Figure 1. Placed standard cells (run 1).
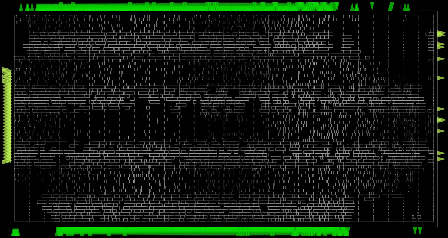
Figure 2. Drive-strength map (run 1).
(1.5 px per µm)
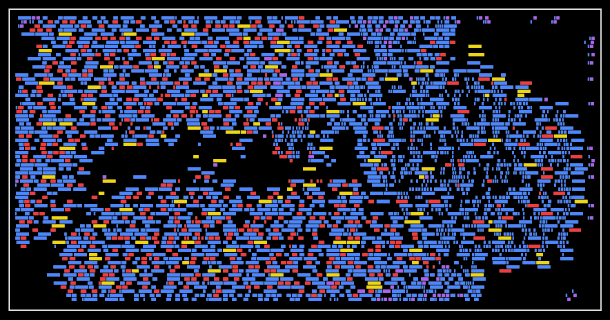
Figure 3. Port wiring (run 1).
(1 px per µm)
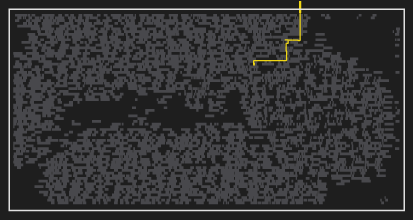
Figure 4. Logic cells by family (run 1).
(1.5 px per µm)
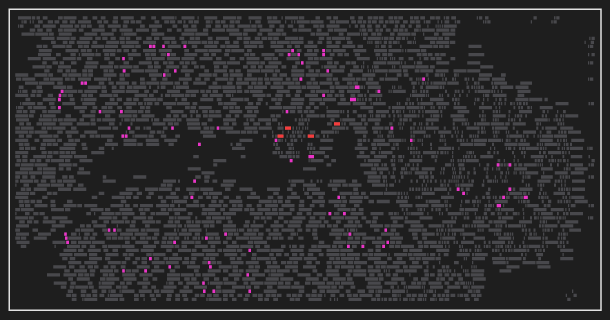
===== src/rtl/icache_pkg.sv =====
// Shared widths, types and helpers for the instruction-cache refill path.
package icache_pkg;

  localparam int ADDR_WIDTH     = 32;
  localparam int WORD_WIDTH     = 32;
  localparam int TAG_WIDTH      = 19;
  localparam int INDEX_WIDTH    = 7;
  localparam int OFFSET_WIDTH   = 6;
  localparam int WAYS           = 2;
  localparam int WORDS_PER_LINE = 16;
  localparam int LINE_BITS      = 512;
  localparam int BEAT_WIDTH     = 4;
  localparam int SETS           = 1 << INDEX_WIDTH;

  typedef logic [TAG_WIDTH-1:0]   tag_t;
  typedef logic [INDEX_WIDTH-1:0] index_t;
  typedef logic [LINE_BITS-1:0]   line_t;
  typedef logic [WORD_WIDTH-1:0]  word_t;
  typedef logic [BEAT_WIDTH-1:0]  beat_t;

  localparam beat_t LAST_BEAT = beat_t'(WORDS_PER_LINE - 1);

  typedef enum logic [1:0] {
    IDLE,
    REQ,
    RESP,
    FILL
  } refill_state_t;

  // Lowest invalid way is always preferred; with a full set the LRU bit decides.
  function automatic logic pick_victim(input logic [WAYS-1:0] valid_ways,
                                       input logic            lru_way);
    if (!valid_ways[0]) return 1'b0;
    if (!valid_ways[1]) return 1'b1;
    return lru_way;
  endfunction

endpackage


===== src/rtl/icache_lru_table.sv =====
// Per-set 1-bit LRU state for the 2-way instruction cache.
// Each entry holds the least-recently-used way of its set. Hit and fill
// updates may land in the same cycle; the fill update wins on the same set.
module icache_lru_table
  import icache_pkg::*;
(
  input  logic   i_clk,
  input  logic   i_rst,
  input  index_t i_rd_index,
  output logic   o_rd_lru,
  input  logic   i_hit_we,
  input  index_t i_hit_index,
  input  logic   i_hit_lru,
  input  logic   i_fill_we,
  input  index_t i_fill_index,
  input  logic   i_fill_lru
);

  logic [SETS-1:0] r_lru;

  assign o_rd_lru = r_lru[i_rd_index];

  // LRU update: fill write is ordered last so it overrides a same-set hit
  always_ff @(posedge i_clk or posedge i_rst) begin
    if (i_rst) begin
      r_lru <= '0;
    end else begin
      if (i_hit_we) begin
        r_lru[i_hit_index] <= i_hit_lru;
      end
      if (i_fill_we) begin
        r_lru[i_fill_index] <= i_fill_lru;
      end
    end
  end

endmodule


===== src/rtl/icache_refill_controller.sv =====
// Line refill sequencer for the 2-way instruction cache.
// Accepts a miss, chooses a victim way, reads 16 words one at a time over a
// single-outstanding memory port, assembles the 64-byte line and issues a
// one-cycle fill strobe. A bus error aborts the refill with a FillError pulse.
// Build option ICACHE_CRITICAL_WORD_FIRST_EN: start the beat sequence at the
// missing word (wrapping) and forward that first word early.
module icache_refill_controller
  import icache_pkg::*;
(
  input  logic                  i_clk,
  input  logic                  i_rst,
  input  logic                  i_miss_valid,
  output logic                  o_miss_ready,
  input  logic [ADDR_WIDTH-1:0] i_miss_address,
  input  logic [WAYS-1:0]       i_miss_valid_ways,
  input  logic                  i_hit_valid,
  input  index_t                i_hit_index,
  input  logic                  i_hit_way,
  output logic                  o_mem_req_valid,
  input  logic                  i_mem_req_ready,
  output logic [ADDR_WIDTH-1:0] o_mem_req_address,
  input  logic                  i_mem_resp_valid,
  input  logic [WORD_WIDTH-1:0] i_mem_resp_data,
  input  logic                  i_mem_resp_error,
  output logic                  o_fill_valid,
  output index_t                o_fill_index,
  output logic                  o_fill_way,
  output tag_t                  o_fill_tag,
  output line_t                 o_fill_line,
  output logic                  o_forward_valid,
  output logic [WORD_WIDTH-1:0] o_forward_data,
  output logic                  o_fill_error,
  output logic                  o_busy
);

  refill_state_t r_state;
  refill_state_t w_next_state;

  tag_t   r_tag;
  index_t r_index;
  logic   r_way;
  beat_t  r_beat;   // word address of the current beat, wraps mod 16
  beat_t  r_count;  // completed beats, terminates the refill
  line_t  r_line;

  logic   w_accept;
  logic   w_good_resp;
  logic   w_lru_way;
  logic   w_victim;
  tag_t   w_miss_tag;
  index_t w_miss_index;
  beat_t  w_start_beat;
  logic   w_unused_addr;

  assign w_miss_tag   = i_miss_address[ADDR_WIDTH-1 -: TAG_WIDTH];
  assign w_miss_index = i_miss_address[OFFSET_WIDTH +: INDEX_WIDTH];
  assign w_victim     = pick_victim(i_miss_valid_ways, w_lru_way);
  assign w_accept     = (r_state == IDLE) && i_miss_valid;

`ifdef ICACHE_CRITICAL_WORD_FIRST_EN
  assign w_start_beat    = i_miss_address[2 +: BEAT_WIDTH];
  assign w_unused_addr   = ^i_miss_address[1:0];
  assign o_forward_valid = w_good_resp && (r_count == '0);
  assign o_forward_data  = o_forward_valid ? i_mem_resp_data : '0;
`else
  assign w_start_beat    = '0;
  assign w_unused_addr   = ^i_miss_address[OFFSET_WIDTH-1:0];
  assign o_forward_valid = 1'b0;
  assign o_forward_data  = '0;
`endif

  assign o_mem_req_address = {r_tag, r_index, r_beat, 2'b00};
  assign o_fill_index      = r_index;
  assign o_fill_way        = r_way;
  assign o_fill_tag        = r_tag;
  assign o_fill_line       = r_line;
  assign o_busy            = (r_state != IDLE);

  icache_lru_table u_lru (
    .i_clk        (i_clk),
    .i_rst        (i_rst),
    .i_rd_index   (w_miss_index),
    .o_rd_lru     (w_lru_way),
    .i_hit_we     (i_hit_valid),
    .i_hit_index  (i_hit_index),
    .i_hit_lru    (~i_hit_way),
    .i_fill_we    (o_fill_valid),
    .i_fill_index (r_index),
    .i_fill_lru   (~r_way)
  );

  // State register
  always_ff @(posedge i_clk or posedge i_rst) begin
    if (i_rst) begin
      r_state <= IDLE;
    end else begin
      r_state <= w_next_state;
    end
  end

  // Next-state and handshake/strobe decode
  always_comb begin
    w_next_state    = r_state;
    o_miss_ready    = 1'b0;
    o_mem_req_valid = 1'b0;
    o_fill_valid    = 1'b0;
    o_fill_error    = 1'b0;
    w_good_resp     = 1'b0;
    case (r_state)
      IDLE: begin
        o_miss_ready = 1'b1;
        if (i_miss_valid) begin
          w_next_state = REQ;
        end
      end
      REQ: begin
        o_mem_req_valid = 1'b1;
        if (i_mem_req_ready) begin
          w_next_state = RESP;
        end
      end
      RESP: begin
        if (i_mem_resp_valid) begin
          if (i_mem_resp_error) begin
            o_fill_error = 1'b1;
            w_next_state = IDLE;
          end else begin
            w_good_resp  = 1'b1;
            w_next_state = (r_count == LAST_BEAT) ? FILL : REQ;
          end
        end
      end
      FILL: begin
        o_fill_valid = 1'b1;
        w_next_state = IDLE;
      end
      default: begin
        w_next_state = IDLE;
      end
    endcase
  end

  // Miss capture, beat/count tracking and line assembly
  always_ff @(posedge i_clk or posedge i_rst) begin
    if (i_rst) begin
      r_tag   <= '0;
      r_index <= '0;
      r_way   <= 1'b0;
      r_beat  <= '0;
      r_count <= '0;
      r_line  <= '0;
    end else begin
      if (w_accept) begin
        r_tag   <= w_miss_tag;
        r_index <= w_miss_index;
        r_way   <= w_victim;
        r_beat  <= w_start_beat;
        r_count <= '0;
      end
      if (w_good_resp) begin
        r_line[{r_beat, 5'b00000} +: WORD_WIDTH] <= i_mem_resp_data;
        r_beat  <= r_beat + 1'b1;
        r_count <= r_count + 1'b1;
      end
    end
  end

endmodule


===== config.mk =====
export PLATFORM = sky130hd
export DESIGN_NAME = icache_refill_controller
export DESIGN_NICKNAME = d
export VERILOG_FILES = /design/src/rtl/icache_pkg.sv /design/src/rtl/icache_lru_table.sv /design/src/rtl/icache_refill_controller.sv
export SDC_FILE = /design/constraint.sdc
export NUM_CORES = 1
export LEC_CHECK = 0
export CAP_MARGIN = 5
export CORE_ASPECT_RATIO = 0.5
export CORE_MARGIN = 3
export CORE_UTILIZATION = 40
export DETAILED_ROUTE_END_ITERATION = 16
export GPL_TIMING_DRIVEN = 0
export PLACE_DENSITY = 0.66
export RECOVER_POWER = 25
export SLEW_MARGIN = 25
export SYNTH_ARGS = -nofsm -noshare
export SYNTH_HDL_FRONTEND = slang
export SYNTH_HIERARCHICAL = 1
export SYNTH_SLANG_ARGS = --single-unit

===== constraint.sdc =====
create_clock -name i_clk -period 22.6 [get_ports i_clk]
set_clock_uncertainty 0.15 [all_clocks]
set_input_delay 2.26 -clock i_clk [delete_from_list [all_inputs] [get_ports i_clk]]
set_output_delay 2.26 -clock i_clk [all_outputs]
set_load 0.01 [all_outputs]

==> summary.txt, run 1 <==
status = finished with violations
failing checks = max-capacitance violations, max-slew violations
layout cell share with drive strength beyond 1 = 23.6%
number of max-cap violations = 8
CP max FO = 92
Worst Path Required = 22160 ps
Setup Buffers After CTS = 0
die width = 393 µm
Most Crowded Layer GR = met2
clock-pin transition on the worst setup and hold timing paths = 60 ps
syn avg cell area = 12.1 µm²
Post-CTS Resized = 0
CP Data Arrival Time = 11260 ps
core area = 73700 µm²
total clock sinks = 677
synth warn = 6
clock tree from TritonCTS = done
DR top layer = met4
DRT iter0 DRCs = 2080
Synth flops = 677
Commonest Layout Cell = dfrtp_1
final tally of hold violations = 0
GRT Total Usage = 26.8%
initial antenna violation count = 1
worst vdd ir = 59.0 µV
Starting Density = 40.8%
Crit path largest cell delay = 3530 ps
Rel. slew slack = -228%
Commonest cells post-synth = dfrtp_1 (677), mux2_2 (490), nand2_1 (236)
maximum clock frequency = 85.5 MHz
Initial DRT Pass Iterations = 8
# setup viols final = 0
metal2 WL = 54.0 mm
final hold slack = 343 ps
Synth Seq Share = 56.4%
diode count = 0
most common cell in the netlist = dfrtp_1
largest net degree at the start of global routing = 95
reg-to-reg slack, setup = 18880 ps
Antenna Nets Post-Route = 0
via density per instance = 5.50
Final min period = 11700 ps
tool warning count = 34
# DRC = 0
placed cell area = 37800 µm²
Seq pwr share = 42.7%
Clock Power Share = 34.8%
Switching Share = 30.4%
met3 wire len = 6.74 mm
met1 GRT Util = 33.7%
cell count after synthesis = 2473
Leak = 0.0178 µW
vias in the first global route = 23000
Crit path max-delay family = buffers and inverters
startpoint types = input port
first-pass GRT wire length = 157 mm
Slowest-stage cell, CP = clkbuf_1
CTS H-tree lvls = 3
P_sw = 1010 µW
nets@finish = 3283
Cell Type Count = 55
Min-Delay Path Class = register to register
full die area = 78600 µm²
fin. max-slew vios = 597
fin crit share = 51.8%
pwr dens = 83.1 nW/µm²
GPL Wtd Cong = 0.956
Pint = 2300 µW
Power Clock = 1150 µW
GRT Residual Overflow = 0
maximum buffer depth of the clock tree = 3
post-DR wirelength/cell = 25.6 µm
Post-synth area hogs = dfrtp_1 (56%), mux2_2 (18%), nand2_1 (3.0%)
Root Buffer = clkbuf_16
crit-path most repeated cell = clkbuf_1
CP bufs+invs = 4
Max-area cell share = 56.4%
TNS Setup = 0 ps
met3 Track Usage GR = 5.37%
Worst R2R Path Depth = 7
most frequent cells in the layout = dfrtp_1 (677), clkdlybuf4s50_1 (613), mux2_2 (490)
Back to the opening pictures, Figure 1:
fill cell count: 6424
row count: 70
Final Util: 54.1%
Well Taps: 1008

Back to the opening pictures, Figure 2:
legend:
  yellow:
    size: drive 6 and up
    cells: 100
    share: 3.1%
  blue:
    size: drive 1 or less
    cells: 2476
    share: 76%
  red:
    size: drive 2
    cells: 587
    share: 18%
  purple:
    size: drive 3 to 4
    cells: 79
    share: 2.4%
Area Growth Syn to Fin: 32.6%
fin area: 39800 µm²
setup ws final: 10900 ps

Back to the opening pictures, Figure 3:
legend:
  yellow:
    port: `i_mem_req_ready`
    bits: 1
    direction: input
    end_cells: 1
    buffers: 1
    wire: 105 µm
# IOs: 690
IO Port Bufs: 616

Back to the opening pictures, Figure 4:
legend:
  magenta:
    family: AND and OR gates
    cells: 81
    most_used: and3_1
  red:
    family: adder and majority cells
    cells: 4
    most_used: ha_1
    where: middle
non-filler cells, final: 4250
Comb area share: 29.9%

==> run 1: sequential cells by signal, indices dropped and copies added (netlist names) <==
signal        cells
r_count           4
o_fill_index      7
r_state           2
o_fill_way        1
r_beat            4
u_lru/r_lru     128
o_fill_line     512
o_fill_tag       19
==> run 1: final cells by class <==
class                      instances  area [µm²]  share of cell area [%]
buffer                           240        1290                    3.25
clock buffer                      90        1850                    4.65
clock inverter                    22         317                   0.795
inverter                           9        36.3                  0.0911
multi-input combinational       1581       11900                    29.9
sequential                       677       16900                    42.5
tap                             1008        1260                    3.17
timing repair buffer             623        6220                    15.6
==> run 1: path summary, 6_finish.rpt <==
| kind | endpoint | from |
|---|---|---|
| worst max-delay path | o_fill_line[347] | i_rst |
| worst min-delay path | r_count[3] | r_count[3] |
| worst max register to register | o_fill_line[268] | r_beat[0] |
| worst min register to register | r_count[3] | r_count[3] |
| max in group i_clk | o_fill_error | i_mem_resp_error |
| min in group asynchronous | o_fill_way | i_rst |
==> run 1: kinds of logic (layout without fill, tap and decap cells) <==
| kind of cell | count (synthesis) | in the layout | synth area share [%] |
|---|---|---|---|
| other | 1 | 35 | 0.0125 |
| multiplexers | 571 | 571 | 22.8 |
| AND-OR/OR-AND | 273 | 273 | 5.40 |
| XOR/XNOR | 1 | 1 | 0.0292 |
| adder cells (fa/ha/maj) | 4 | 4 | 0.167 |
| AND/OR/NAND/NOR | 697 | 697 | 10.8 |
| flip-flops | 677 | 677 | 56.4 |
| buffers and inverters | 249 | 984 | 4.43 |
==> run 1: stage by stage <==
stage	worst slack [ps]	power [µW]	cells	utilization (%)
global placement	-1980	2160	4131	51.0
finish	10900	3310	4250	54.1
CTS	16540	3330	4250	54.3
global route	8980	3450	4250	54.1
floorplan	4840	1810	2507	-
detailed placement	16550	2170	4138	51.3
Figure 5. I/O pins on the die edge (run 1).
(1.5 px per µm) Pins as bars across the die edge, other pins in gray.
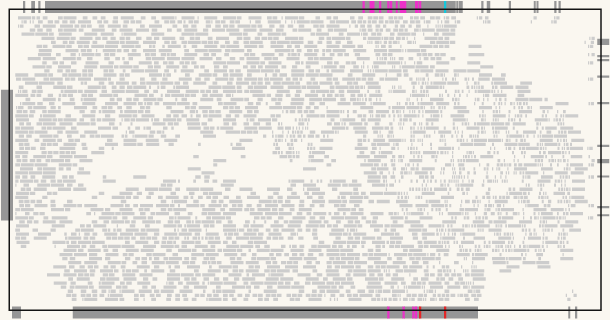

--- run 2 (diff from run 1) ---
==> constraint.sdc (replaced) <==
create_clock -name i_clk -period 10.95 [get_ports i_clk]
set_clock_uncertainty 0.15 [all_clocks]
set_input_delay 1.095 -clock i_clk [delete_from_list [all_inputs] [get_ports i_clk]]
set_output_delay 1.095 -clock i_clk [all_outputs]
set_load 0.01 [all_outputs]
Figure 6. I/O pins on the die edge (run 2).
(1.5 px per µm) Pins as bars across the die edge, other pins in gray.
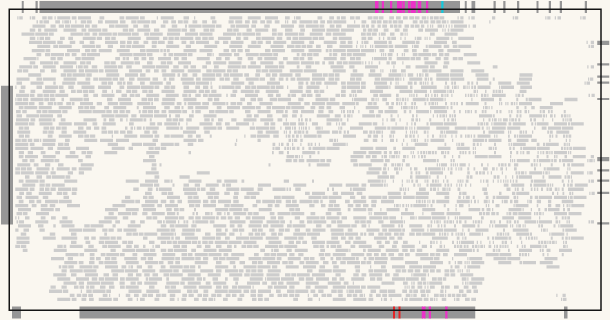
legend:
  red:
    port: `i_miss_valid_ways`
    pins: 2
    direction: input
    edge: bottom
  magenta:
    port: `o_fill_tag`
    pins: 19
    direction: output
    edge: 15 top, 4 bottom
  cyan:
    port: `i_mem_req_ready`
    pins: 1
    direction: input
    edge: top
all pins by edge: 316 top, 294 bottom, 68 left, 12 right
Die Y-Extent: 200 µm
die width: 393 µm

Figure 7. Drive-strength map (run 2).
(1.5 px per µm)
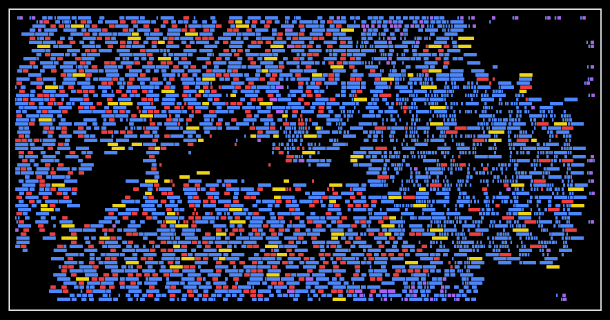
legend:
  purple:
    size: drive 3 to 4
    cells: 81
    share: 2.5%
  red:
    size: drive 2
    cells: 590
    share: 18%
  yellow:
    size: drive 6 and up
    cells: 109
    share: 3.3%
  blue:
    size: drive 1 or less
    cells: 2474
    share: 76%
non-clock buffer count: 877
Area Growth Syn to Fin: 33.2%
setup ws final: 4630 ps
fin area: 40000 µm²

==> summary.txt, run 2 <==
Inst Count DP = 4152 (+0.34%)
CTS H-tree lvls = 2 (-1)
CP Capture Type = async pin
DRT iter0 DRCs = 2075 (-0.24%)
tool warning count = 34 (unchanged)
placed cell area = 38100 µm² (+0.67%)
CP bufs+invs = 3 (-1)
Crit path largest cell delay = 2660 ps (-870 ps)
Post-synth area hogs = dfrtp_1 (56%), mux2_2 (18%), nand2_1 (3.0%)
largest net degree at the start of global routing = 66 (-31%)
Commonest cells post-synth = dfrtp_1 (677), mux2_2 (490), nand2_1 (236)
Starting Density = 40.8% (unchanged)
leading area contributor after synthesis = dfrtp_1
Mapped Area = 30000 µm²
via density per instance = 5.47 (-0.55%)
cell count after synthesis = 2473 (unchanged)
most common cell in the netlist = dfrtp_1
layout cell share with drive strength beyond 1 = 24.0% (+0.34 points)
most frequent cells in the layout = dfrtp_1 (677), clkdlybuf4s50_1 (613), mux2_2 (490)
vias in the first global route = 23400 (+1.8%)
Root Buffer = clkbuf_16
first-pass GRT wire length = 158 mm (+0.79%)
Post-synth EDFFs = 0
Cell Type Count = 55 (unchanged)
metal2 WL = 53.7 mm (-0.50%)
CTS Hold Bufs = 0
CP Data Arrival Time = 6080 ps (-5180 ps)
Overall Power = 6790 µW (+110%)
GPL Wtd Cong = 0.957 (about the same)
worst vdd ir = 127 µV (+120%)
met3 wire len = 6.67 mm (-1.1%)
core area = 73700 µm² (unchanged)
GRT Total Usage = 26.7% (-0.11 points)
TNS Setup = 0 ps (unchanged)
Final Util = 54.3% (+0.24 points)
Leak = 0.0179 µW (+0.41%)
syn avg cell area = 12.1 µm² (unchanged)
initial antenna violation count = 1 (unchanged)
non-filler cells, final = 4262 (+0.28%)
GRT Residual Overflow = 0 (unchanged)
async set-reset flop share out of synthesis = 100%
startpoint types = input port
fin. max-slew vios = 285 (-52%)
failing checks = max-capacitance violations, max-slew violations
maximum clock frequency = 158 MHz
Commonest Layout Cell = dfrtp_1
Max-area cell share = 56.4% (unchanged)
Synth flops = 677 (unchanged)
Worst Path Required = 10720 ps (-11440 ps)
Final min period = 6320 ps
post-DR wirelength/cell = 25.4 µm (-0.71%)
row count = 70 (unchanged)
synth warn = 6 (unchanged)
CP max FO = 65 (-29%)
# DRC = 0 (unchanged)
final tally of hold violations = 0 (unchanged)
fill cell count = 6375 (-0.76%)
# setup viols final = 0 (unchanged)
clock-pin transition on the worst setup and hold timing paths = 70 ps (about the same)
Post-synth top flop = dfrtp_1
fin crit share = 57.7%
pre-CTS setup slack = 6630 ps (-9920 ps)
Synth Seq Share = 56.4% (unchanged)
Slowest-stage cell, CP = clkbuf_1
final hold slack = 342 ps (-1.17 ps)
Antenna Nets Post-Route = 0 (unchanged)
Min-Delay Path Class = register to register
Initial DRT Pass Iterations = 6 (-2)
number of max-cap violations = 7 (-1)
# IOs = 690 (unchanged)
maximum buffer depth of the clock tree = 3 (unchanged)
full die area = 78600 µm² (unchanged)
diode count = 0 (unchanged)
Crit path max-delay family = buffers and inverters
unrepaired setup endpoints after global routing = false
# Cells Yosys = 2473
Rel. slew slack = -143% (+85 points)
Yosys Chip Area = 30000 µm²
clock tree from TritonCTS = done
Post-CTS Resized = 0 (unchanged)
Setup Buffers After CTS = 0 (unchanged)
Largest register FFs = 512 (unchanged)
critical path class = input port to async pin
DR top layer = met4
status = finished with violations
IO Port Bufs = 616 (unchanged)
nets@finish = 3292 (+0.27%)
pwr dens = 170 nW/µm² (+100%)
total clock sinks = 677 (unchanged)
run 2: layout make-up:
cell class                 instances  area [µm²]  area share (%)
sequential                       677       16900            42.3
multi-input combinational       1581       11900            29.8
timing repair buffer             637        6390            16.0
clock buffer                      87        1790            4.49
buffer                           240        1290            3.24
tap                             1008        1260            3.15
clock inverter                    23         367           0.916
inverter                           9        36.3          0.0907
run 2: path summary, 6_finish.rpt:
check / startpoint / endpoint / slack, ps / depth (start not counted)
min reg2reg: o_fill_line[200] / o_fill_line[200] / 340 / 1
max: i_rst / u_lru/r_lru[12] / 4630 / 3
max in group i_clk: i_miss_address[8] / o_fill_way / 7210 / 11
min in group asynchronous: i_rst / o_fill_line[296] / 860 / 2
max reg2reg: r_beat[0] / o_fill_line[270] / 7250 / 7
min: o_fill_line[200] / o_fill_line[200] / 340 / 1
run 2: cells by family (layout without fill, tap and decap cells):
group | Yosys count | after routing | share of synthesized area (%)
AND-OR/OR-AND | 273 | 273 | 5.40
XOR/XNOR | 1 | 1 | 0.0292
adder cells (fa/ha/maj) | 4 | 4 | 0.167
buffers and inverters | 249 | 996 | 4.43
flip-flops | 677 | 677 | 56.4
multiplexers | 571 | 571 | 22.8
other | 1 | 35 | 0.0125
AND/OR/NAND/NOR | 697 | 697 | 10.8
run 2: report_power, final:
part / total [µW] / leakage [µW] / switching (µW) / internal, µW
Clock: 2330 / 0.00105 / 1020 / 1310
Sequential: 2920 / 0.00893 / 183 / 2730
Combinational: 1540 / 0.00788 / 871 / 672
run 2: routing by layer:
| metal | track usage, % | vias to the layer above |
|---|---|---|
| li1 | - | 10100 |
| met1 | 33.3 | 12000 |
| met2 | 45.6 | 922 |
| met3 | 5.17 | 267 |
| met4 | 12.1 | 0 |
| met5 | 0 | - |
No activity file was given, so power comes from the tool's default toggle rates.
